run_1/flops_by_reg.png
Scale bar: 50 µm.
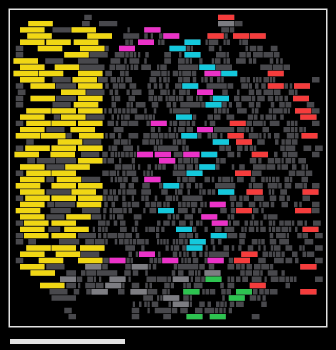
run_1/clk_routes.png
Scale bar: 50 µm.
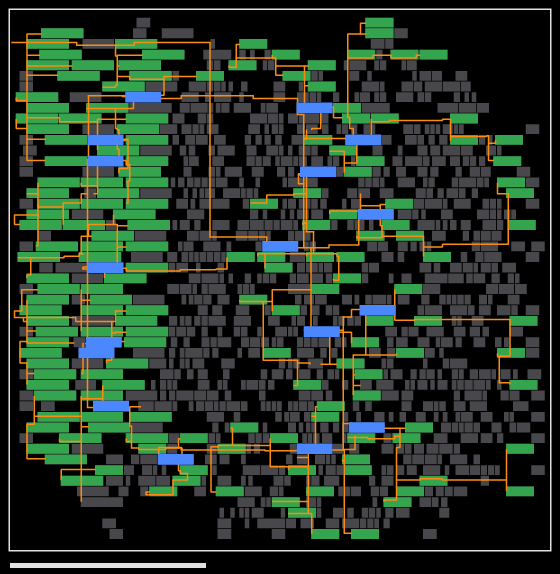
run_1/logic_types.png
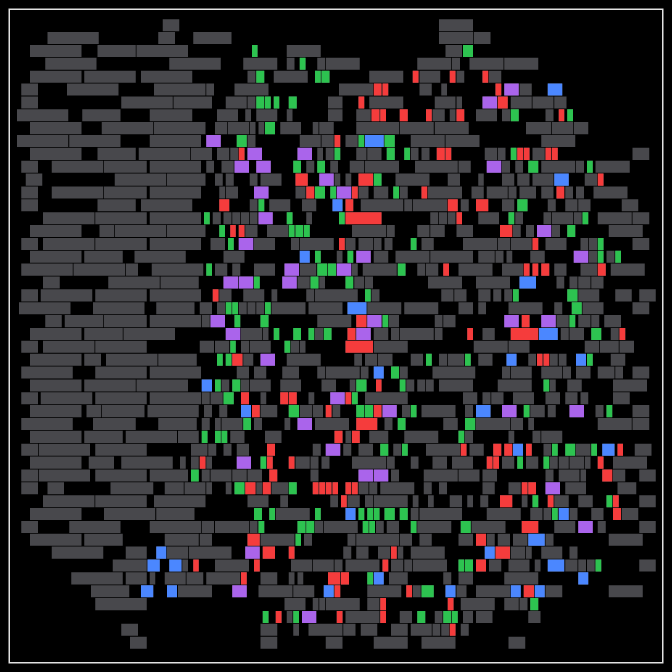
===== config.mk =====
export PLATFORM = sky130hd
export DESIGN_NAME = dsm_input_sequencer_flat
export DESIGN_NICKNAME = d
export VERILOG_FILES = /design/src/rtl/dsm_input_sequencer_if.sv /design/src/rtl/dsm_input_sequencer.sv /design/src/flat_wrapper.sv
export SDC_FILE = /design/constraint.sdc
export NUM_CORES = 1
export LEC_CHECK = 0
export CAP_MARGIN = 10
export CORE_UTILIZATION = 52
export CTS_BUF_LIST = sky130_fd_sc_hd__clkbuf_16
export DETAILED_ROUTE_END_ITERATION = 8
export HOLD_SLACK_MARGIN = 0.12
export PLACE_DENSITY = 0.7
export SKIP_LAST_GASP = 1
export SLEW_MARGIN = 30
export SYNTH_ARGS = -nofsm -noshare
export SYNTH_HDL_FRONTEND = slang
export SYNTH_SLANG_ARGS = --single-unit

===== constraint.sdc =====
create_clock -name clock -period 8 [get_ports clock]
set_input_delay 1.6 -clock clock [delete_from_list [all_inputs] [get_ports clock]]
set_output_delay 1.6 -clock clock [all_outputs]
set_load 0.02 [all_outputs]

===== src/rtl/dsm_input_sequencer_if.sv =====
// dsm_input_sequencer_if: valid/ready stream of 20-bit signed samples into the sequencer
interface dsm_input_sequencer_if;
  logic s_valid;
  logic s_ready;
  logic [19:0] s_data;
  modport master (output s_valid, output s_data, input s_ready);
  modport slave (input s_valid, input s_data, output s_ready);
endinterface


===== src/rtl/dsm_input_sequencer.sv =====
// dsm_input_sequencer: FIFO-buffered sample feeder that linearly interpolates slow-rate samples into dsm_top vin
module dsm_input_sequencer #(
  parameter int OSR_LOG2 = 6,
  parameter int FIFO_DEPTH = 4,
  parameter int PRIME_LEVEL = 2
) (
  input  logic clock,
  input  logic reset,
  input  logic enable,
  input  logic clear_status,
  dsm_input_sequencer_if.slave s,
  output logic signed [19:0] vin,
  output logic dsm_run,
  output logic underflow,
  output logic [1:0] state,
  output logic [$clog2(FIFO_DEPTH):0] fifo_level
);
  localparam int AW = $clog2(FIFO_DEPTH);
  localparam int ACCW = 21 + OSR_LOG2;
  localparam logic [AW:0] FULL_LEVEL = (AW + 1)'(FIFO_DEPTH);
  localparam logic [AW:0] PRIME = (AW + 1)'(PRIME_LEVEL);
  typedef enum logic [1:0] {IDLE = 2'd0, RUN = 2'd1, RAMP = 2'd2} state_t;
  state_t st, st_n;
  logic [19:0] mem [FIFO_DEPTH];
  logic [AW-1:0] wp, rp;
  logic [AW:0] cnt;
  logic push, pop, empty, boundary, uf_set;
  logic signed [19:0] head, tgt, tgt_n;
  logic signed [20:0] step, step_n;
  logic signed [ACCW-1:0] acc, acc_n;
  logic [OSR_LOG2-1:0] phase, phase_n;
  assign s.s_ready = cnt != FULL_LEVEL;
  assign push = s.s_valid && s.s_ready;
  assign empty = cnt == '0;
  assign head = mem[rp];
  assign boundary = &phase;
  assign vin = acc[OSR_LOG2+19:OSR_LOG2];
  assign dsm_run = st != IDLE;
  assign state = st;
  assign fifo_level = cnt;
  always_ff @(posedge clock)
    if (push) mem[wp] <= s.s_data;
  always_ff @(posedge clock)
    if (!reset) begin
      st <= IDLE;
      wp <= '0;
      rp <= '0;
      cnt <= '0;
      acc <= '0;
      step <= '0;
      tgt <= '0;
      phase <= '0;
      underflow <= 1'b0;
    end else begin
      st <= st_n;
      wp <= push ? wp + 1'b1 : wp;
      rp <= pop ? rp + 1'b1 : rp;
      cnt <= cnt + {{AW{1'b0}}, push} - {{AW{1'b0}}, pop};
      acc <= acc_n;
      step <= step_n;
      tgt <= tgt_n;
      phase <= phase_n;
      underflow <= uf_set | (underflow & ~clear_status);
    end
  // boundary reload of acc from tgt keeps segment endpoints exact, so interpolation never drifts
  always_comb begin
    st_n = st;
    acc_n = acc;
    step_n = step;
    tgt_n = tgt;
    phase_n = phase;
    pop = 1'b0;
    uf_set = 1'b0;
    case (st)
      IDLE:
        if (enable && cnt >= PRIME) begin
          st_n = RUN;
          pop = 1'b1;
          tgt_n = head;
          step_n = {head[19], head};
          acc_n = '0;
          phase_n = '0;
        end
      default: begin
        phase_n = phase + 1'b1;
        acc_n = boundary ? {tgt[19], tgt, {OSR_LOG2{1'b0}}} : acc + {{OSR_LOG2{step[20]}}, step};
        if (boundary) begin
          if (st == RAMP) begin
            st_n = IDLE;
            acc_n = '0;
            step_n = '0;
          end else if (!enable) begin
            st_n = RAMP;
            step_n = -{tgt[19], tgt};
            tgt_n = '0;
          end else if (!empty) begin
            pop = 1'b1;
            step_n = {head[19], head} - {tgt[19], tgt};
            tgt_n = head;
          end else begin
            step_n = '0;
            uf_set = 1'b1;
          end
        end
      end
    endcase
  end
endmodule


===== src/flat_wrapper.sv =====
// flat-port wrapper written by rule: the top's interface ports become plain ports
module dsm_input_sequencer_flat 
#(
  parameter int OSR_LOG2 = 6,
  parameter int FIFO_DEPTH = 4,
  parameter int PRIME_LEVEL = 2
)
  (clock, reset, enable, clear_status, vin, dsm_run, underflow, state, fifo_level, s_s_valid, s_s_data, s_s_ready);
  dsm_input_sequencer_if s_i ();
  input  logic clock;
  input  logic reset;
  input  logic enable;
  input  logic clear_status;
  output logic signed [19:0] vin;
  output logic dsm_run;
  output logic underflow;
  output logic [1:0] state;
  output logic [$clog2(FIFO_DEPTH):0] fifo_level;
  input wire logic [$bits(s_i.s_valid)-1:0] s_s_valid;
  input wire logic [$bits(s_i.s_data)-1:0] s_s_data;
  output wire logic [$bits(s_i.s_ready)-1:0] s_s_ready;
  assign s_i.s_valid = s_s_valid;
  assign s_i.s_data = s_s_data;
  assign s_s_ready = s_i.s_ready;
  dsm_input_sequencer #(.OSR_LOG2(OSR_LOG2), .FIFO_DEPTH(FIFO_DEPTH), .PRIME_LEVEL(PRIME_LEVEL)) u_core (.clock(clock), .reset(reset), .enable(enable), .clear_status(clear_status), .s(s_i), .vin(vin), .dsm_run(dsm_run), .underflow(underflow), .state(state), .fifo_level(fifo_level));
endmodule

==> datasheet_impl.txt, run 1 <==
Characteristics after synthesis and place and route

Parameter                              Value

GRT
  Largest net degree at the start of global routing    39

Placement
  Number of port buffers    52
  Final GP Congestion    0.9748
  Total placed cells including tap cells    1216
  Placement Setup Slack    3.774 ns

Critical path
  Sort of element at the end of the critical path    flip-flop
  FF-to-FF path depth    13
  Highest-delay cell along the critical path    sky130_fd_sc_hd__mux4_2
  Data arrival time of the worst path    4.14 ns
  Launching element type of the critical path    flip-flop

Synthesis
  Area share of and-or/or-and cells after synthesis    19.32%
  YS warnings    0
  Area of the mapped netlist    9598 µm²
  Fraction of the mapped netlist area in adder cells    7.926%
  Share of flip-flops with an asynchronous set or reset    0%
  Synth Flop Type    sky130_fd_sc_hd__dfxtp_1
  Mux cell area share after synthesis    5.436%
  Area reported by Yosys stat    9598 µm²
  Yosys reg bits    165

Final timing
  Total negative slack for setup checks    0 ns
  Cycle use final    47.98%
  Final count of negative-setup-slack endpoints    0
  Smallest setup slack after layout    4.162 ns
  Final critical path time including I/O delays and setup    3.838 ns
  Unrepaired setup endpoints after global routing    false

Flow run
  Tool warnings    31
  Tally of max-capacitance violations    0

Power
  Largest power group    combinational logic
  Net switching component of the power    0.001516 W
  Part of the power in registers    30.6%

Clocking
  Number of clock buffers inserted by TritonCTS    17
  Clock Path Buffers    2
  Number of hold-repair buffers added at the cts stage    0
  Number of buffers added for setup after CTS    0

Worst hold path
  Launch instance of the worst min-delay path    u_core.underflow$_SDFF_PN0_
  Worst hold-check path type    flip-flop to flip-flop

Die
  Row Count    49
  I/O pins    53
  Effective utilization at floorplan    53.25%
  Tap cell count    229

Layout
  Final cell area excluding filler cells    10780 µm²
  Most frequent standard cell in the layout excluding fill and tap cells    sky130_fd_sc_hd__a21oi_1
  Number of filler instances in the final layout    1548
  Logic inverters    52
  Largest registers    u_core.mem (80), u_core.acc (26), u_core.step (21)

Outcome
  Status    finished, final reports clean

Detailed routing
  Top Layer Used    met4
  Remaining routing DRC violations    0
Notes on flops_by_reg.png above:
legend:
  green:
    name_in_the_netlist: u_core.phase
    sequential_cells: 6
  cyan:
    name_in_the_netlist: u_core.step
    sequential_cells: 21
  red:
    name_in_the_netlist: u_core.acc
    sequential_cells: 26
  magenta:
    name_in_the_netlist: u_core.tgt
    sequential_cells: 20
  yellow:
    name_in_the_netlist: u_core.mem
    sequential_cells: 80
    where: a column on the left
not coloured: 12
power in sequential cells: 0.00115 W
utilization after layout: 59.82%
area taken by flip-flops and latches: 4104 µm²
flip-flop and latch share of the layout cell area: 38.06%

Notes on clk_routes.png above:
legend:
  green:
    item: flip-flops
    count: 165
  blue:
    item: clock drivers
    count: 17
  orange:
    item: clock wires
    length: 1920 µm
flops lie: all over the die

Notes on logic_types.png above:
legend:
  blue:
    family: and/or cells
    cells: 32
    most_used: and3_1
  purple:
    family: xor and xnor cells
    cells: 42
    most_used: xnor2_1
  green:
    family: nand cells
    cells: 139
    most_used: nand2_1
  red:
    family: nor cells
    cells: 119
    most_used: nor2_1

==> run 1 -> run 2 <==
PLACE_DENSITY = 0.73   (was 0.7)
clock period = 3.45 ns   (was 8 ns; I/O delays follow)
==> datasheet_impl.txt, run 2 <==
Characteristics after synthesis and place and route

Parameter                              Value

Critical path
  Data arrival time of the worst path    3.65 ns
  FF-to-FF path depth    12

Clocking
  Number of hold-repair buffers added at the cts stage    0
  Number of buffers added for setup after CTS    0
  Clock Path Buffers    2
  Number of clock buffers inserted by TritonCTS    17

Final timing
  Unrepaired setup endpoints after global routing    false
  Final count of negative-setup-slack endpoints    0
  Smallest setup slack after layout    0.1077 ns
  Cycle use final    96.88%
  Final critical path time including I/O delays and setup    3.342 ns
  Total negative slack for setup checks    0 ns

Synthesis
  Mux cell area share after synthesis    5.436%
  Share of flip-flops with an asynchronous set or reset    0%
  Fraction of the mapped netlist area in adder cells    7.926%
  Area of the mapped netlist    9598 µm²

Placement
  Number of port buffers    52
  Total placed cells including tap cells    1230
  Final GP Congestion    0.9094
  Placement Setup Slack    0.1456 ns

Power
  Net switching component of the power    0.003616 W
  Power in sequential cells    0.00266 W
  Largest power group    combinational logic
  Part of the power in registers    30.3%

Detailed routing
  Top Layer Used    met4
  Remaining routing DRC violations    0

GRT
  Largest net degree at the start of global routing    38

Worst hold path
  Launch instance of the worst min-delay path    u_core.underflow$_SDFF_PN0_

Die
  I/O pins    53
  Row Count    49
  Tap cell count    229
  Effective utilization at floorplan    53.25%

Layout
  Number of filler instances in the final layout    1509
  Logic inverters    52
  Final cell area excluding filler cells    10910 µm²
  Largest registers    u_core.mem (80), u_core.acc (26), u_core.step (21)

Outcome
  Status    finished, final reports clean

Flow run
  Tool warnings    31
  Tally of max-capacitance violations    0
run_2/placement_by_type.png
Scale bar: 50 µm.
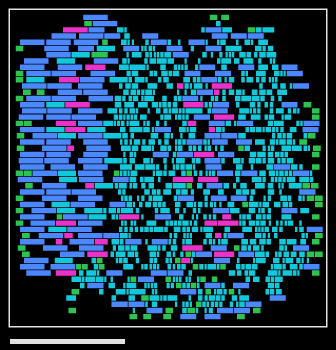
legend:
  green:
    class: remaining buffers and delay cells
    cells: 78
    share_of_their_area: 6.9%
  cyan:
    class: combinational and other logic
    cells: 758
    share_of_their_area: 49%
  blue:
    class: sequential cells
    cells: 165
    share_of_their_area: 39%
  magenta:
    class: clock drivers and dummy loads
    cells: 32
    share_of_their_area: 5.9%

run_2/logic_types.png
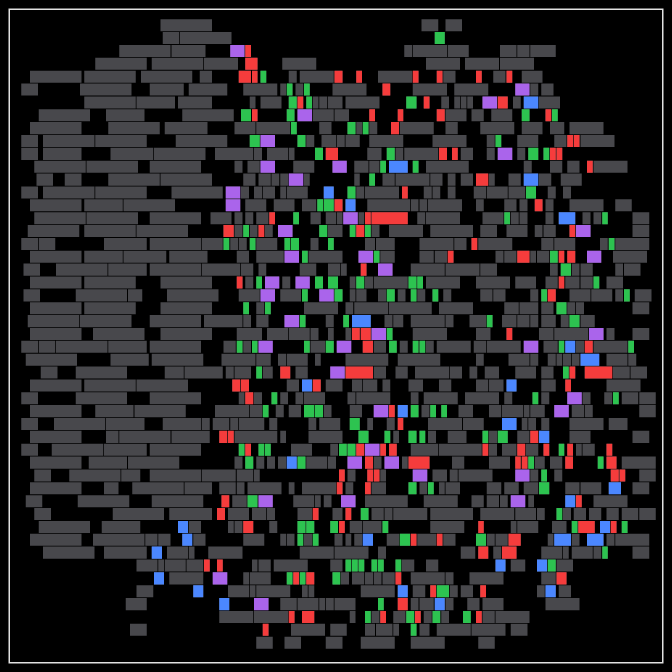
legend:
  purple:
    family: xor and xnor cells
    cells: 42
    most_used: xnor2_1
  red:
    family: nor cells
    cells: 119
    most_used: nor2_1
  green:
    family: nand cells
    cells: 139
    most_used: nand2_1
  blue:
    family: and/or cells
    cells: 32
    most_used: and3_1
    where: all over the die
most frequent standard cell in the layout excluding fill and tap cells: sky130_fd_sc_hd__a21oi_1
Final Non-Filler Cells: 1262

Power and IR drop assume default switching activity.
